===== src/rtl/ps2_pkg.sv =====
// ============================================================================
// ps2_pkg : shared PS/2 definitions (FSM states, status bits, frame layout)
// Revision: 1.0
// ============================================================================
`default_nettype none

package ps2_pkg;

   typedef enum logic [2:0] {
      ST_IDLE      = 3'd0,
      ST_INHIBIT   = 3'd1,
      ST_REQ       = 3'd2,
      ST_SEND      = 3'd3,
      ST_WAIT_ACK  = 3'd4,
      ST_WAIT_IDLE = 3'd5
   } ps2_state_t;

   // Start, 8 data, parity, stop; the host drives everything after the start bit.
   localparam int PS2_FRAME_LEN = 11;
   localparam int PS2_TX_BITS   = PS2_FRAME_LEN - 1;

   localparam int STAT_OVR  = 12;
   localparam int STAT_TO   = 11;
   localparam int STAT_NACK = 10;
   localparam int STAT_DONE = 9;
   localparam int STAT_BUSY = 8;

   function automatic logic odd_parity(input logic [7:0] data);
      return ~^data;
   endfunction

endpackage

`default_nettype wire


===== src/rtl/ps2_sync_edge.sv =====
// ============================================================================
// ps2_sync_edge : 2-FF synchroniser for a PS/2 pad plus registered fall pulse
// Revision: 1.0
// ============================================================================
`default_nettype none

module ps2_sync_edge
   import ps2_pkg::*;
(
   input  logic clk,
   input  logic rst,
   input  logic pad,
   output logic sync,
   output logic fall
);

   logic meta;

   // Idle PS/2 lines float high, so the chain resets to 1 to avoid a false fall.
   always_ff @(posedge clk) begin
      if (rst) begin
         meta <= 1'b1;
         sync <= 1'b1;
         fall <= 1'b0;
      end else begin
         meta <= pad;
         sync <= meta;
         fall <= sync & ~meta;
      end
   end

endmodule

`default_nettype wire


===== src/rtl/ps2_host_tx.sv =====
// ============================================================================
// ps2_host_tx : PS/2 host-to-device command transmitter, Wishbone-style slave
// Optional completion interrupt enabled by defining PS2_TX_INT_EN.
// Revision: 1.0
// ============================================================================
`default_nettype none

module ps2_host_tx
   import ps2_pkg::*;
#(
   parameter int INHIBIT_CYCLES = 2500,
   parameter int TIMEOUT_CYCLES = 375000
) (
   input  logic        clk,
   input  logic        rst,
   input  logic        STB,
   input  logic        WE,
   input  logic [31:0] DAT_I,
   output logic [31:0] DAT_O,
   output logic        ACK,
   input  logic        PS2C_in,
   input  logic        PS2D_in,
   output logic        ps2c_drive_low,
   output logic        ps2d_drive_low,
   output logic        rx_inhibit,
   output logic        INT
);

   localparam int INH_W = $clog2(INHIBIT_CYCLES);
   localparam int WD_W  = $clog2(TIMEOUT_CYCLES);
   localparam logic [INH_W-1:0] INH_LAST = INH_W'(INHIBIT_CYCLES - 1);
   localparam logic [INH_W-1:0] INH_PRE  = INH_W'(INHIBIT_CYCLES - 2);
   localparam logic [WD_W-1:0]  WD_LAST  = WD_W'(TIMEOUT_CYCLES - 1);
   localparam logic [3:0]       BIT_LAST = 4'(PS2_TX_BITS - 1);

   ps2_state_t             state;
   logic [INH_W-1:0]       inh_cnt;
   logic [WD_W-1:0]        wd_cnt;
   logic [3:0]             bit_idx;
   logic [PS2_TX_BITS-1:0] tx_frame;
   logic [7:0]             last_byte;
   logic                   stb_q;
   logic                   ovr, to, nack, done;
   logic                   frame_nack;
   logic                   c_sync, c_fall, d_sync, d_fall_unused;
   logic                   bus_rise, bus_rd, bus_wr;
   logic [31:0]            status;
   logic [23:0]            dat_hi_unused;

   assign dat_hi_unused = DAT_I[31:8];

   ps2_sync_edge u_sync_c (
      .clk  (clk),
      .rst  (rst),
      .pad  (PS2C_in),
      .sync (c_sync),
      .fall (c_fall)
   );

   ps2_sync_edge u_sync_d (
      .clk  (clk),
      .rst  (rst),
      .pad  (PS2D_in),
      .sync (d_sync),
      .fall (d_fall_unused)
   );

   assign bus_rise = STB & ~stb_q;
   assign bus_rd   = bus_rise & ~WE;
   assign bus_wr   = bus_rise & WE;

   always_comb begin
      status            = '0;
      status[7:0]       = last_byte;
      status[STAT_BUSY] = (state != ST_IDLE);
      status[STAT_DONE] = done;
      status[STAT_NACK] = nack;
      status[STAT_TO]   = to;
      status[STAT_OVR]  = ovr;
   end

   // Flag sets are written after the read-clear so a coincident set wins.
   always_ff @(posedge clk) begin
      if (rst) begin
         state          <= ST_IDLE;
         inh_cnt        <= '0;
         wd_cnt         <= '0;
         bit_idx        <= '0;
         tx_frame       <= '0;
         last_byte      <= '0;
         stb_q          <= 1'b0;
         ACK            <= 1'b0;
         DAT_O          <= '0;
         ovr            <= 1'b0;
         to             <= 1'b0;
         nack           <= 1'b0;
         done           <= 1'b0;
         frame_nack     <= 1'b0;
         ps2c_drive_low <= 1'b0;
         ps2d_drive_low <= 1'b0;
         rx_inhibit     <= 1'b0;
      end else begin
         stb_q <= STB;
         ACK   <= bus_rise;
         DAT_O <= '0;
         if (bus_rd) begin
            DAT_O <= status;
            ovr   <= 1'b0;
            to    <= 1'b0;
            nack  <= 1'b0;
            done  <= 1'b0;
         end
         if (bus_wr && state != ST_IDLE)
            ovr <= 1'b1;

         case (state)
            ST_IDLE: begin
               if (bus_wr) begin
                  tx_frame       <= {1'b1, odd_parity(DAT_I[7:0]), DAT_I[7:0]};
                  last_byte      <= DAT_I[7:0];
                  frame_nack     <= 1'b0;
                  inh_cnt        <= '0;
                  ps2c_drive_low <= 1'b1;
                  rx_inhibit     <= 1'b1;
                  state          <= ST_INHIBIT;
               end
            end
            ST_INHIBIT: begin
               inh_cnt <= inh_cnt + 1'b1;
               if (inh_cnt == INH_PRE)
                  ps2d_drive_low <= 1'b1;
               if (inh_cnt == INH_LAST) begin
                  ps2c_drive_low <= 1'b0;
                  wd_cnt         <= '0;
                  state          <= ST_REQ;
               end
            end
            ST_REQ: begin
               // The first device clock already shifts out data bit 0.
               if (c_fall) begin
                  ps2d_drive_low <= ~tx_frame[0];
                  bit_idx        <= 4'd1;
                  state          <= ST_SEND;
               end
            end
            ST_SEND: begin
               if (c_fall) begin
                  ps2d_drive_low <= ~tx_frame[bit_idx];
                  if (bit_idx == BIT_LAST)
                     state <= ST_WAIT_ACK;
                  else
                     bit_idx <= bit_idx + 1'b1;
               end
            end
            ST_WAIT_ACK: begin
               if (c_fall) begin
                  frame_nack <= d_sync;
                  if (d_sync)
                     nack <= 1'b1;
                  state <= ST_WAIT_IDLE;
               end
            end
            ST_WAIT_IDLE: begin
               if (c_sync && d_sync) begin
                  if (!frame_nack)
                     done <= 1'b1;
                  rx_inhibit <= 1'b0;
                  state      <= ST_IDLE;
               end
            end
            default: state <= ST_IDLE;
         endcase

         if (state == ST_REQ || state == ST_SEND || state == ST_WAIT_ACK) begin
            if (c_fall) begin
               wd_cnt <= '0;
            end else if (wd_cnt == WD_LAST) begin
               ps2c_drive_low <= 1'b0;
               ps2d_drive_low <= 1'b0;
               rx_inhibit     <= 1'b0;
               to             <= 1'b1;
               state          <= ST_IDLE;
            end else begin
               wd_cnt <= wd_cnt + 1'b1;
            end
         end
      end
   end

`ifdef PS2_TX_INT_EN
   assign INT = done | nack | to;
`else
   assign INT = 1'b0;
`endif

endmodule

`default_nettype wire


===== config.mk =====
export PLATFORM = sky130hd
export DESIGN_NAME = ps2_host_tx
export DESIGN_NICKNAME = d
export VERILOG_FILES = /design/src/rtl/ps2_pkg.sv /design/src/rtl/ps2_sync_edge.sv /design/src/rtl/ps2_host_tx.sv
export SDC_FILE = /design/constraint.sdc
export NUM_CORES = 1
export LEC_CHECK = 0
export ABC_AREA = 0
export ABC_CLOCK_PERIOD_IN_PS = 2400
export CORE_MARGIN = 1
export CORE_UTILIZATION = 50
export DETAILED_ROUTE_END_ITERATION = 10
export PLACE_DENSITY = 0.82
export SLEW_MARGIN = 20
export SYNTH_ARGS = -nofsm -noshare
export SYNTH_HDL_FRONTEND = slang
export SYNTH_SLANG_ARGS = --single-unit

===== constraint.sdc =====
create_clock -name clk -period 2.4 [get_ports clk]
set_input_delay 0.24 -clock clk [delete_from_list [all_inputs] [get_ports clk]]
set_output_delay 0.24 -clock clk [all_outputs]
set_load 0.1 [all_outputs]

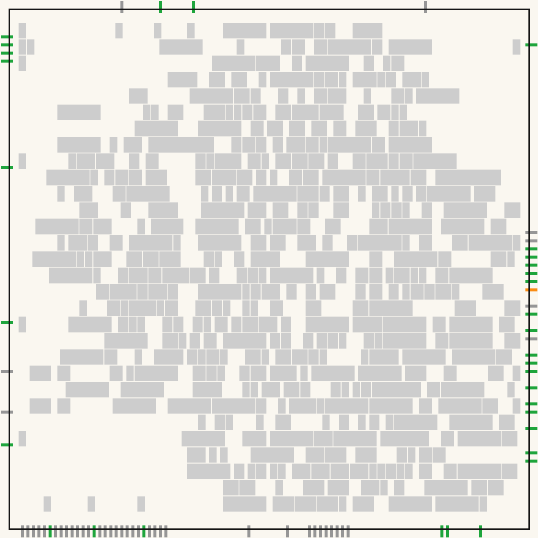
*Pin placement*
Drawn at 6 px/um. Pins as bars across the die edge, other pins in grey.
| port | colour | pins | direction | edge |
|---|---|---|---|---|
| STB | orange | 1 | input | east |
| DAT_O | green | 32 | output | 17 east, 7 west, 6 south, 2 north |
all pins by edge: 40 south, 22 east, 9 west, 4 north
horizontal die dimension: 86.4 um
die height: 86.4 um
quantity of I/O buffers inserted on ports: 30

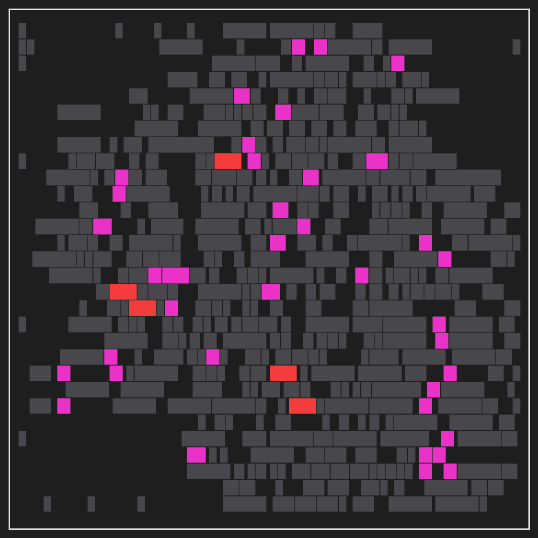
*Gate-type map*
Drawn at 6 px/um.
| family | colour | cells | most used |
|---|---|---|---|
| and/or cells | magenta | 38 | and2_1 |
| fa/ha/maj cells | red | 5 | ha_1 |
Top cell excl fill/tap: sky130_fd_sc_hd__dfxtp_1
proportion of cell area occupied by multi-input gates: 0.450
Non-Filler Instances: 555

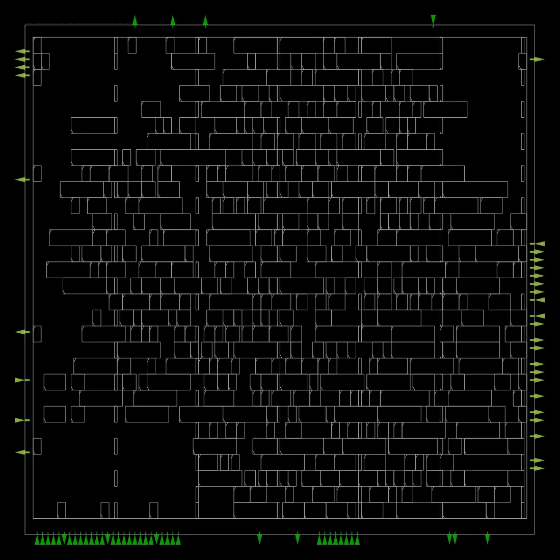
*Cell placement*
row count: 30
count of inserted tapcells: 96
placeable core region: 6830 um^2
fraction of area in registers: 0.371
count of filler cells inserted in the layout: 604

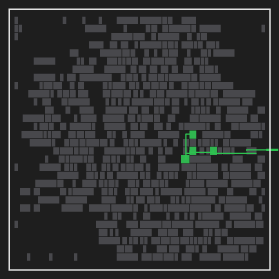
*I/O nets highlighted*
Drawn at 3 px/um.
| port | colour | bits | direction | edge | end cells | buffers | wire |
|---|---|---|---|---|---|---|---|
| STB | green | 1 | input | east | 4 | 1 | 42.7 um |
number of primary I/O pins: 75

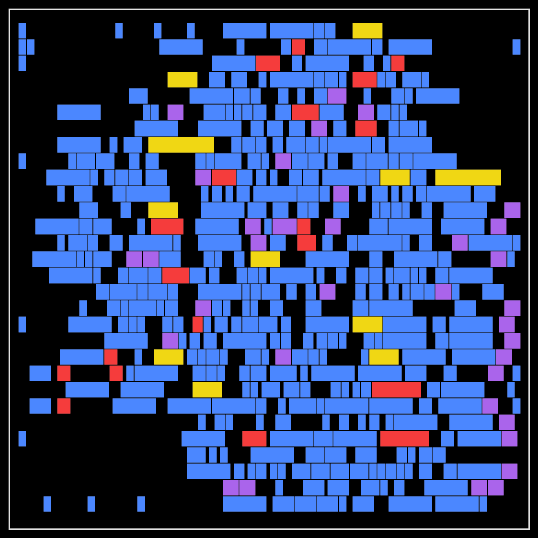
*Drive-strength map*
Drawn at 6 px/um.
| size | colour | cells | share |
|---|---|---|---|
| x2 | red | 19 | 4.1% |
| x6 and larger | yellow | 11 | 2.4% |
| x1 and smaller | blue | 394 | 86% |
| x3 and x4 | purple | 35 | 7.6% |
synth-to-layout area growth: 15.3%
count of buffers not belonging to the clock network in the layout: 44
setup ws final: 262 ps

==> impl.org <==
* Implementation run

** Yosys
- Yosys mapped a number of flops with a built-in enable equal to 0.
- In the Yosys stats the netlist draws on 56 distinct library cells.
- The share of synthesized area in the top cell type comes to 0.427.
- By area the synthesized netlist is led by sky130_fd_sc_hd__dfxtp_1, sky130_fd_sc_hd__a21oi_1, sky130_fd_sc_hd__nand2_1, sky130_fd_sc_hd__buf_4, sky130_fd_sc_hd__nor2_1.
- Cell with the most instances after synthesis :: sky130_fd_sc_hd__dfxtp_1
- After synthesis the cells add up to 3560 um^2.
- In the Yosys report the total cell count is 416.
- Proportion of synthesized chip area in sequential cells :: 0.427
- In the synthesized netlist, the cells that appear most often are sky130_fd_sc_hd__dfxtp_1, sky130_fd_sc_hd__nand2_1, sky130_fd_sc_hd__nor2_1.
- The stat command in Yosys gives a chip area of 3560 um^2.
- Cells after Synth :: 416
- Most area-hungry cell type in the Yosys netlist :: sky130_fd_sc_hd__dfxtp_1

** Setup path
- The report shows a maximum critical-path fanout of 10.
- Worst path required time :: 2670 ps
- R2R Path Start :: state[2]$_SDFF_PP0_
- Counting both buffers and inverters, the worst setup path holds a total of 0.
- Terminus of the critical flop-to-flop path :: wd_cnt[6]$_SDFF_PP0_
- Arrival time of data at the critical path endpoint :: 2410 ps
- The timing report gives the worst reg2reg path a setup slack of 260 ps.
- Total stage count of the critical path :: 5
- Number of cells on the worst reg-to-reg path :: 5
- The kind of cell with the highest combined delay along the critical path is simple AND/OR/NAND/NOR gates.
- The worst setup path is of the reg2reg kind.
- The most critical setup path has its endpoint at wd_cnt[6]$_SDFF_PP0_.
- Worst Setup Start Kind :: flip-flop
- STA classifies the critical path endpoint as a flip-flop.

** Final layout
- Finished Cell Area :: 4110 um^2
- The sequential cells in the finished layout cover a total of 1520 um^2.
- The register with the most flip-flops in the final layout is wd_cnt.
- Largest register FFs :: 19
- Final nets :: 497
- Regs by FF count :: wd_cnt (19), DAT_O (13), inh_cnt (12)
- Per the final layout report, the fraction of cells sized above drive strength 1 comes to 0.142.
- Top Layout Cells :: sky130_fd_sc_hd__dfxtp_1, sky130_fd_sc_hd__nand2_1, sky130_fd_sc_hd__nor2_1

** Placement
- The final weighted congestion recorded by global placement is 0.893.
- Instance area at placement :: 3890 um^2
- Placed cells :: 539
- The HPWL after detailed placement is 5100 um.
- Setup WS pre-CTS :: 332 ps

** Drt
- Routed wire length :: 7270 um
- The routed design uses 316 um of met3 wire.
- Count of TritonRoute iterations in the first routing pass :: 5
- Via density :: 5.40
- In the per-layer summary, the met1 wirelength comes to 3350 um.
- The routed layout has 2,997 vias.
- DRT antenna net count :: 0
- Summed over all nets, wire length on met2 after detailed routing comes to 3450 um.

** Clocking
- The post-CTS hold buffer count recorded in the log is 0.
- TritonCTS built the clock tree.
- The clock tree has to reach 76 sinks.
- Clock tree synthesis inserted a total of 9 buffers.
- The later pin in the worst-skew pair is clocked with a latency of 350 ps.
- In this run the clock root is driven by a sky130_fd_sc_hd__clkbuf_8.
- Gates resized during post-CTS repair numbered 0.
- # H-tree levels :: 3

** Job
- The tool warning count for the run is 52.

** Timing
- In the final report, the number of pins over their slew limit comes to 0.
- Across the routed clock network, the largest skew measured is 9.89 ps.
- Setup repair after global routing left no endpoint under its margin.
- The final timing report lists a hold violation count of 0.
- Tightest hold margin :: 414 ps
- Slew at the pin with the worst max-slew slack :: 507 ps
- Clock period minus final worst setup slack :: 2140 ps
- # setup viols final :: 0
- Setup tns final :: 0 ps
- Post-route period utilization is reported as 0.891.

** Hold path
- Endpoint with the worst hold slack :: u_sync_d.sync$_SDFF_PP1_

** Outcome
- Status :: completed

** Global routing
- Largest net degree at the start of global routing :: 27
- Vias in the first global route :: 2,777
- The layer flagged by global routing as most heavily used is met2.
- The initial antenna violation count was 0.
- GRT Resource Usage Total :: 0.206

** Pwr
- The power report puts the leakage power at 1.52 nW.
- Pwr/cell area :: 654 nW/um^2
[area by class of cell]
type                            instances  share of cell area
Sequential cell                        76               0.371
Tap cell                               96              0.0293
Inverter                               10             0.00914
Clock buffer                           10              0.0311
Clock inverter                          6              0.0216
Timing Repair Buffer                   44              0.0884
Multi-Input combinational cell        313               0.450
[power breakdown]
part | internal, W | switching [W]
clock network | 0.000585 | 0.000471
logic | 0.0000745 | 0.000258
registers | 0.00128 | 0.0000150
[cells by family after synthesis]
group | count (synthesis) | share of synthesized area
XOR/XNOR | 20 | 0.0492
other | 1 | 0.00105
flip-flops | 76 | 0.427
multiplexers | 8 | 0.0309
buffers and inverters | 46 | 0.0741
AND/OR/NAND/NOR | 189 | 0.278
AND-OR/OR-AND | 71 | 0.122
adder cells (fa/ha/maj) | 5 | 0.0176
Power figures rest on the tool's default switching activity, not on a simulated workload.
